## src/rtl/mem_test_status_pkg.sv

```systemverilog
// Shared types and constants for the memory-test status block.
// Holds LED modes, blink FSM states and the fail-code helper.
package mem_test_status_pkg;

   typedef enum logic [1:0] {
      MODE_HEARTBEAT = 2'd0,
      MODE_STATUS    = 2'd1,
      MODE_FAILCODE  = 2'd2,
      MODE_OFF       = 2'd3
   } mode_e;

   typedef enum logic [1:0] {
      BL_IDLE,
      BL_ON,
      BL_OFF,
      BL_GAP
   } blink_e;

   localparam int GAP_TICKS = 4;
   localparam int MAX_CH    = 8;

   // Blink count: index of lowest failing channel plus one.
   function automatic logic [3:0] fail_code(
      input logic [MAX_CH-1:0] m
   );
      logic [3:0] c;
      c = '0;
      for (int i = MAX_CH - 1; i >= 0; i--) begin
         if (m[i]) c = 4'(i + 1);
      end
      return c;
   endfunction

endpackage

```

## src/rtl/mem_test_status_blink.sv

```systemverilog
// Blink-code FSM: flashes the lowest failing channel number,
// then pauses, re-latching the code only between sequences.
module mem_test_status_blink
   import mem_test_status_pkg::*;
#(
   parameter int NUM_CH = 2
) (
   input  logic              clk,
   input  logic              rst_n,
   input  logic              tick,
   input  logic              en,
   input  logic [NUM_CH-1:0] fail_mask,
   output logic              led
);

   blink_e      state_q, state_d;
   logic [3:0]  rem_q, rem_d;
   logic [1:0]  gap_q, gap_d;
   logic [MAX_CH-1:0] mask_ext;

   assign mask_ext = MAX_CH'(fail_mask);
   assign led      = (state_q == BL_ON);

   // State register for the blink sequence.
   always_ff @(posedge clk or negedge rst_n) begin
      if (!rst_n) begin
         state_q <= BL_IDLE;
         rem_q   <= '0;
         gap_q   <= '0;
      end else begin
         state_q <= state_d;
         rem_q   <= rem_d;
         gap_q   <= gap_d;
      end
   end

   // Advance one step per tick; dropping en parks in IDLE.
   always_comb begin
      state_d = state_q;
      rem_d   = rem_q;
      gap_d   = gap_q;
      if (!en) begin
         state_d = BL_IDLE;
         rem_d   = '0;
         gap_d   = '0;
      end else if (tick) begin
         unique case (state_q)
            BL_IDLE: begin
               if (|fail_mask) begin
                  rem_d   = fail_code(mask_ext);
                  state_d = BL_ON;
               end
            end
            BL_ON: begin
               rem_d   = rem_q - 4'd1;
               state_d = BL_OFF;
            end
            BL_OFF: begin
               if (rem_q != 4'd0) begin
                  state_d = BL_ON;
               end else begin
                  state_d = BL_GAP;
                  gap_d   = '0;
               end
            end
            BL_GAP: begin
               if (gap_q == 2'(GAP_TICKS - 1)) begin
                  state_d = BL_IDLE;
               end else begin
                  gap_d = gap_q + 2'd1;
               end
            end
         endcase
      end
   end

endmodule

```

## src/rtl/mem_test_status.sv

```systemverilog
// Per-channel memory-test completion/failure tracking with
// counters, sticky fail flags and a mode-selected status LED.
module mem_test_status
   import mem_test_status_pkg::*;
#(
   parameter int NUM_CH     = 2,
   parameter int CNT_WIDTH  = 8,
   parameter int TICK_WIDTH = 22,
   parameter int SATURATE   = 1
) (
   input  logic                          clk,
   input  logic                          rst_n,
   input  logic [NUM_CH-1:0]             test_done,
   input  logic [NUM_CH-1:0]             test_pass,
   input  logic                          clr,
   input  logic [1:0]                    mode,
   output logic [NUM_CH*CNT_WIDTH-1:0]   done_cnt,
   output logic [NUM_CH*CNT_WIDTH-1:0]   fail_cnt,
   output logic [NUM_CH-1:0]             fail_mask,
   output logic                          pass_all,
   output logic                          led
);

   logic [CNT_WIDTH-1:0]  dcnt_q [NUM_CH];
   logic [CNT_WIDTH-1:0]  dcnt_d [NUM_CH];
   logic [CNT_WIDTH-1:0]  fcnt_q [NUM_CH];
   logic [CNT_WIDTH-1:0]  fcnt_d [NUM_CH];
   logic [NUM_CH-1:0]     tdq_q, mask_q, mask_d;
   logic [NUM_CH-1:0]     seen_q, seen_d, ev;
   logic                  armed_q, pass_q, pass_d;
   logic [TICK_WIDTH-1:0] presc_q, presc_d;
   logic                  tick_q, tick_d;
   logic                  led_q, led_d;
   logic                  blink_en, blink_led;

   function automatic logic [CNT_WIDTH-1:0] bump(
      input logic [CNT_WIDTH-1:0] v
   );
      if (SATURATE != 0 && (&v)) return v;
      return v + CNT_WIDTH'(1);
   endfunction

   for (genvar g = 0; g < NUM_CH; g++) begin : g_pack
      assign done_cnt[g*CNT_WIDTH +: CNT_WIDTH] = dcnt_q[g];
      assign fail_cnt[g*CNT_WIDTH +: CNT_WIDTH] = fcnt_q[g];
   end

   assign fail_mask = mask_q;
   assign pass_all  = pass_q;
   assign led       = led_q;
   assign blink_en  = (mode == MODE_FAILCODE) & ~clr;

   // Edge detection, counting and sticky flags; clr wins.
   always_comb begin
      ev     = armed_q ? (test_done & ~tdq_q) : '0;
      mask_d = mask_q;
      seen_d = seen_q;
      for (int c = 0; c < NUM_CH; c++) begin
         dcnt_d[c] = dcnt_q[c];
         fcnt_d[c] = fcnt_q[c];
         if (clr) begin
            dcnt_d[c] = '0;
            fcnt_d[c] = '0;
            mask_d[c] = 1'b0;
            seen_d[c] = 1'b0;
         end else if (ev[c]) begin
            dcnt_d[c] = bump(dcnt_q[c]);
            seen_d[c] = 1'b1;
            if (!test_pass[c]) begin
               fcnt_d[c] = bump(fcnt_q[c]);
               mask_d[c] = 1'b1;
            end
         end
      end
      pass_d = (&seen_d) & ~(|mask_d);
   end

   // Prescaler, tick pulse and LED source selection.
   always_comb begin
      presc_d = presc_q + TICK_WIDTH'(1);
      tick_d  = &presc_q;
      led_d   = 1'b0;
      unique case (mode_e'(mode))
         MODE_HEARTBEAT: led_d = dcnt_q[0][CNT_WIDTH-1];
         MODE_STATUS:
            led_d = pass_q |
                    ((|mask_q) & presc_q[TICK_WIDTH-1]);
         MODE_FAILCODE:  led_d = blink_led & ~clr;
         MODE_OFF:       led_d = 1'b0;
      endcase
   end

   // All status state; armed_q holds off counting one cycle.
   always_ff @(posedge clk or negedge rst_n) begin
      if (!rst_n) begin
         for (int c = 0; c < NUM_CH; c++) begin
            dcnt_q[c] <= '0;
            fcnt_q[c] <= '0;
         end
         tdq_q   <= '0;
         mask_q  <= '0;
         seen_q  <= '0;
         armed_q <= 1'b0;
         pass_q  <= 1'b0;
         presc_q <= '0;
         tick_q  <= 1'b0;
         led_q   <= 1'b0;
      end else begin
         for (int c = 0; c < NUM_CH; c++) begin
            dcnt_q[c] <= dcnt_d[c];
            fcnt_q[c] <= fcnt_d[c];
         end
         tdq_q   <= test_done;
         mask_q  <= mask_d;
         seen_q  <= seen_d;
         armed_q <= 1'b1;
         pass_q  <= pass_d;
         presc_q <= presc_d;
         tick_q  <= tick_d;
         led_q   <= led_d;
      end
   end

   mem_test_status_blink #(
      .NUM_CH (NUM_CH)
   ) u_blink (
      .clk       (clk),
      .rst_n     (rst_n),
      .tick      (tick_q),
      .en        (blink_en),
      .fail_mask (mask_q),
      .led       (blink_led)
   );

endmodule

```

## config.mk

```make
export PLATFORM = sky130hd
export DESIGN_NAME = mem_test_status
export DESIGN_NICKNAME = d
export VERILOG_FILES = /design/src/rtl/mem_test_status_pkg.sv /design/src/rtl/mem_test_status_blink.sv /design/src/rtl/mem_test_status.sv
export SDC_FILE = /design/constraint.sdc
export NUM_CORES = 1
export LEC_CHECK = 0
export CAP_MARGIN = 20
export CORE_ASPECT_RATIO = 0.7
export CORE_MARGIN = 5
export CORE_UTILIZATION = 55
export CTS_CLUSTER_SIZE = 8
export DETAILED_ROUTE_END_ITERATION = 12
export GPL_ROUTABILITY_DRIVEN = 0
export PLACE_DENSITY = 0.79
export SLEW_MARGIN = 25
export SYNTH_ARGS = -nofsm -noshare
export SYNTH_HDL_FRONTEND = slang
export SYNTH_SLANG_ARGS = --single-unit
```

## constraint.sdc

```tcl
create_clock -name clk -period 1.81 [get_ports clk]
set_input_delay 0.4525 -clock clk [delete_from_list [all_inputs] [get_ports clk]]
set_output_delay 0.4525 -clock clk [all_outputs]
set_load 0.02 [all_outputs]
```

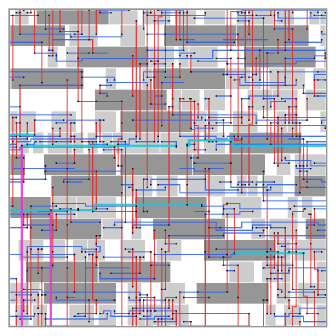
Fig. 1. A small window of the routed layout.
Window x 33 to 73, y 19 to 59 µm. Cells in gray, sequential cells in the stronger gray; small squares are vias.
blue -> met1
magenta -> met4
cyan -> met3
red -> met2
most frequent = dfrtp_1 (24), nor2_1 (19)
sequential cells in the window = 24
netlist names of flops here include = `done_cnt` (6), `presc_q` (6), `fail_cnt` (3)
cells with their middle in the window = 113

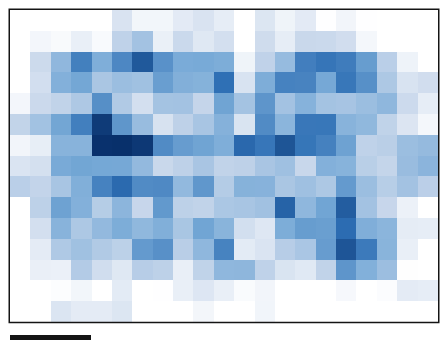
Fig. 2. Routed metal per tile.
Scale bar: 20 µm. The die is cut into 21 by 15 equal tiles; white is low, dark blue is high, scaled to the fullest tile. Values are wire area over tile area, all layers added.
nearly empty tiles = 17%
fullest tile = 0.47
emptiest ninth of the die = lower left
mean over tiles = 0.14
tiles over half the peak = 20%
wire per inst: 15.3 µm
vias: 2758
gr usage total: 19.8%
Total Wirelength: 7.47 mm

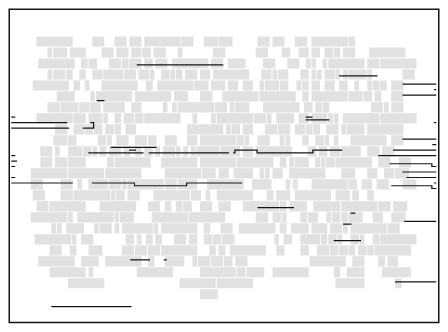
Fig. 3. M3 wires.
wire length on this layer = 350 µm
nets with wire on the layer = 36
longest straight run = 21.2 µm
share of all routed wire = 4.7%

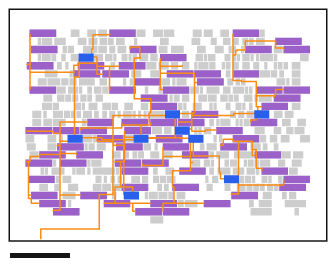
Fig. 4. Clock network drawn from the DEF.
Scale bar: 20 µm.
purple -> flip-flops  # count 72
blue -> cells driving clock nets  # count 9
orange -> clock wires  # length 870 µm
flops lie = all over the die
routed clock nets = 10

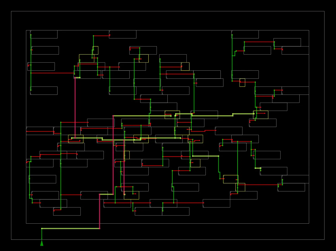
Fig. 5. The clock network.
Latency at later pin: 0.34 ns
P_clk: 1.11 mW
total CTS buffers: 9
Clock Skew: 0.00736 ns
clk_buf instances: 9

==> summary.txt <==
yosys + openroad results -> largest fanout on the critical path 1, Total Neg Setup Slack 0 ns, Seq pwr share 56.1%, fillers 507, Peak VDD IR 652 µV, Ys Warns 0, Post-Layout Inst Area 0.00434 mm², post-route minimum period 1.71 ns, pin count of the biggest net entering global routing 35, initial antenna violation count 0, Top Layout Cells dfrtp_1, nor2_1, dlygate4sd2_1, Fmax 583 MHz, Finish-stage setup viols 0, ao+oa area frac 10.4%, switching pwr 725 µW, Die Y 77.2 µm, Adder Area Share 2.82%, CTS H-tree lvls 3, number of synthesized flops with an enable pin 0, DP Area 0.00420 mm², clk sink count 72, pre-CTS worst setup slack -0.188 ns, ys cells 339, Clock Tree Root clkbuf_8, Core Area 0.00625 mm², register bit total from synthesis 72, XOR/XNOR Area Share 7.41%, Setup CP Type flip-flop to output pin, asr flop ratio synth 100%, grt total ovfl 0, worst hold path class primary input to asynchronous set/reset pin, Final ANT Viol Nets 0, Avg Inst Size Synth 10.5 µm², simple share 23.0%, chip area 0.00818 mm², IO Pins 45, ys flop type dfrtp_1, Net Count, Synth 356, Finished Layout Cells 487, vias in the first global route 2676, most numerous logic cell after layout dfrtp_1, Final HPWL DP 5.49 mm, Mux area share 2.86%, Init Core Util 56.8%, outcome finished clean, Synth-to-Final Area Change 22.5%, Reg2Reg Depth 5, Setup crit end kind output pin, r2r startpoint fail_cnt[0], crit path DAT 1.26 ns, Worst Path Required 1.36 ns, Yosys chip area 0.00354 mm², PortBufs 44, RR Endpoint fail_cnt[1], Worst Setup EP led, power density cells 671 mW/mm², 1st-iter DRT viols 106, fin crit share 94.7%, Final #Nets 421, Synth cell types 59, Reg clk slew, reported paths 0.08 ns, sequential element share of the synthesized area 50.8%, clock buffer depth 2, tool warnings 27, Critical path buffers and inverters 1, crit start category flip-flop, Via density 5.66, Internal Power 2.19 mW, Combinational Power Share 5.8%, Leak 2.13 nW, Synth Instances 339, Hold WS 0.0280 ns, Slowest Stage Delay on Critical Path 0.60 ns, Core Rows 24, TritonCTS clock tree yes, DR pass1 iterations 4, crit-path cells clkdlybuf4s50_1
-- what timing repair did --
action                     CTS  global route
hold buffers                 0             0
hold endpoints to repair     0             0
gates resized               32             3
setup endpoints to repair   32             3
-- flip-flops by register name, indices dropped and copies added (netlist names) --
register,count
armed_q,1
done_cnt,16
fail_cnt,16
fail_mask,2
led,1
pass_all,1
presc_q,22
seen_q,2
tdq_q,2
tick_q,1
u_blink.gap_q,2
u_blink.rem_q,4
u_blink.state_q,2
-- power groups by stage --
stage / registers (mW) / logic [mW] / clock network (mW)
after floorplan: 1.67 / 0.0552 / 0
after global placement: 1.66 / 0.172 / 0
after detailed placement: 1.67 / 0.176 / 0
after CTS: 1.63 / 0.172 / 1.14
after global routing: 1.64 / 0.188 / 1.22
final: 1.63 / 0.169 / 1.11
-- synthesized netlist by cell type (4+ instances only) --
| master | n | area (µm²) |
|---|---|---|
| or3b_1 | 4 | 35.0 |
| nor3_1 | 7 | 35.0 |
| o21ai_0 | 8 | 40.0 |
| nand3_1 | 16 | 80.1 |
| a31oi_1 | 4 | 25.0 |
| xor2_1 | 14 | 123 |
| and3_1 | 10 | 62.6 |
| ha_1 | 8 | 100 |
| o21ai_1 | 5 | 25.0 |
| mux2i_1 | 9 | 90.1 |
| xnor2_1 | 16 | 140 |
| nand4_1 | 11 | 68.8 |
| nor2b_1 | 5 | 31.3 |
| a21oi_1 | 10 | 50.1 |
| nor2_1 | 41 | 154 |
| dfrtp_1 | 72 | 1800 |
| nand2b_1 | 7 | 43.8 |
| clkbuf_1 | 4 | 15.0 |
| inv_1 | 11 | 41.3 |
| nand2_1 | 19 | 71.3 |
-- metal layers --
metal | track usage (%) | wire [µm] | part of all wire (%) | vias up
met5 | 0 | 0 | 0 | -
met4 | 6.60 | 76 | 1.0 | 0
li1 | - | - | - | 1343
met1 | 28.5 | 3760 | 50 | 1350
met2 | 28.9 | 3280 | 44 | 57
met3 | 5.29 | 350 | 4.7 | 8
-- cells by family after synthesis --
logic type	after synthesis
AND-OR/OR-AND	51
adder cells (fa/ha/maj)	8
XOR/XNOR	30
AND/OR/NAND/NOR	146
flip-flops	72
buffers and inverters	21
multiplexers	10
other	1
-- worst min-delay path by stage --
| stage | cells after the start | end | slack, ns |
|---|---|---|---|
| floorplan | 0 | armed_q | 0.16 |
| global route | 1 | done_cnt[7] | 0.03 |
| detailed placement | 1 | u_blink.state_q[1] | 0.39 |
| global placement | 1 | u_blink.state_q[1] | 0.40 |
| CTS | 1 | done_cnt[7] | 0.03 |
| finish | 1 | u_blink.state_q[1] | 0.03 |
-- final cells by class --
| cell class | instances | area, µm² | share of cell area [%] |
|---|---|---|---|
| Clock buffer | 9 | 124 | 2.85 |
| Clock inverter | 7 | 48.8 | 1.12 |
| Inverter | 11 | 41.3 | 0.951 |
| Multi-Input combinational cell | 246 | 1650 | 38.0 |
| Sequential cell | 72 | 1800 | 41.5 |
| Tap cell | 78 | 97.6 | 2.25 |
| Timing Repair Buffer | 64 | 578 | 13.3 |
Power figures rest on the tool's default switching activity, not on a simulated workload.
